Design execute_ldst_access, sky130hd; sources not shown.
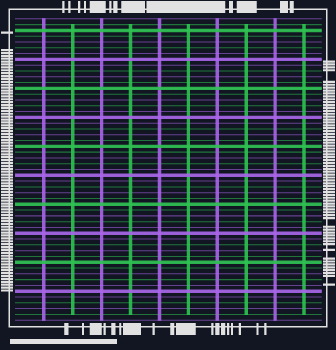
**Above:** power grid.
Scale bar: 50 um. Pins as bars on the die edge.
purple -> VSS
green -> VDD
rows = 52
met5 straps = 10
met1 rails = 53
die height: 148.3 um
Core Box Area: 0.02036 sq mm
Die W: 148.3 um

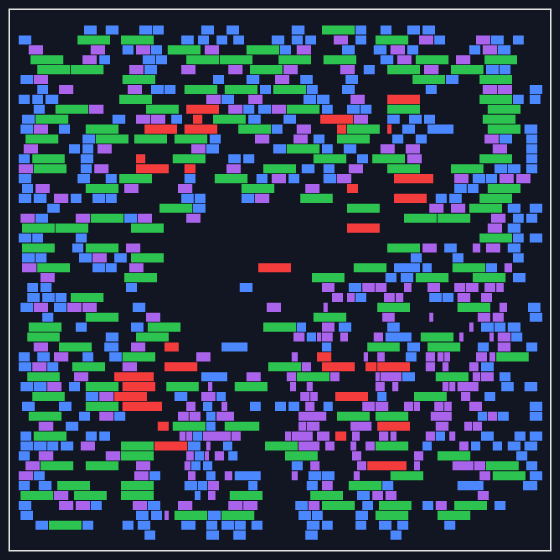
**Above:** cell classes on the final placement.
blue -> other buffers and delay cells  # cells 312
purple -> all other logic  # cells 236
green -> flip-flops  # cells 141
red -> clock drivers and dummy loads  # cells 32
register fraction of the total cell area: 36.43%
# rows: 52
final non-filler cell area: 0.009689 sq mm

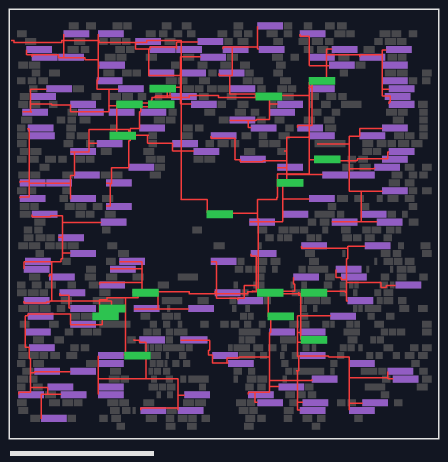
**Above:** clock distribution.
Scale bar: 50 um.
red -> clock wires  # length 2030 um
green -> cells driving clock nets  # count 17
purple -> flip-flops  # count 141
routed clock nets = 18
flops lie = widely spread
clock network power: 4300 uW
Skew-Pair Late Insertion Delay: 420 ps
clk_skew: 9.304 ps
clock share of power: 27.9%

==> CHANGELOG.md <==
## Implementation

* Synth cell types at 35
* Worst Hold Class: in2async
* Final setup violation count at 101
* Routing usage on met3 at 6.196%
* Sw Ratio at 34.85%
* Count of tool warnings at 28
* I/O Buffers at 281
* Total power at 15370 uW
* Worst slew margin at 54.94%
* Setup TNS Final at -4350 ps
* Final setup margin at -79.92 ps
* Final Cycle Share at 105.0%
* Root Driver: clkbuf_16
* VDD IR-drop max at 719.8 uV
* Register share of total power at 34.3%
* Synthesized net count at 550
* Post-DP HPWL at 13060 um
* Power per cell area at 1586 mW/mm^2
* Final nets at 851
* Status: finished, violations left
* Synth Seq Share at 60.52%
* CTS clk-pin slew, worst paths at 60 ps
* Top sig layer: met4
* Fin. max-slew vios at 0
* GR peak layer: met2
* Average size of a mapped cell at 14.33 sq um
* Ys async rst share at 100.0%
* Placed instance area at 0.009112 sq mm
* Pwr top: combinational cells
* Final core occ at 47.58%
* Failing checks: setup timing
* Synthesis Warnings at 0
* Synth-to-Final Area Change at 66.18%
* Worst slew pin tran at 675.5 ps
* Sw power at 5357 uW
kinds of logic (layout without fill, tap and decap cells):
logic type      count (synthesis)  in the layout  synth area share [%]
other cells                     1              2               0.06432
compound gates                 76             76                 9.850
simple gates                   42             42                 4.378
flops                         141            141                 60.51
buf+inv                        32            346                 3.176
mux                           115            115                 22.02
cell usage after synthesis, drive strengths merged, types with 2 or more instances:
library cell and number:
or2 2, o41ai 7, nand2b 2, dfrtp 141
or3b 2, a211o 8, o31ai 8, inv 2
a22o 10, nor2b 8, nor4 2, o21ai 18
clkbuf 10, a211oi 7, a32o 8, mux2 106
mux2i 9, a21boi 7, nand3b 2, nor3 3
nand2 10, nor2 2, buf 20, and2 7
critical path, stage by stage, from the launching register on:
cell and delay (ps):
dfrtp_2 470, or3_1 310, buf_2 170
Power is estimated from default activity; no workload was simulated.
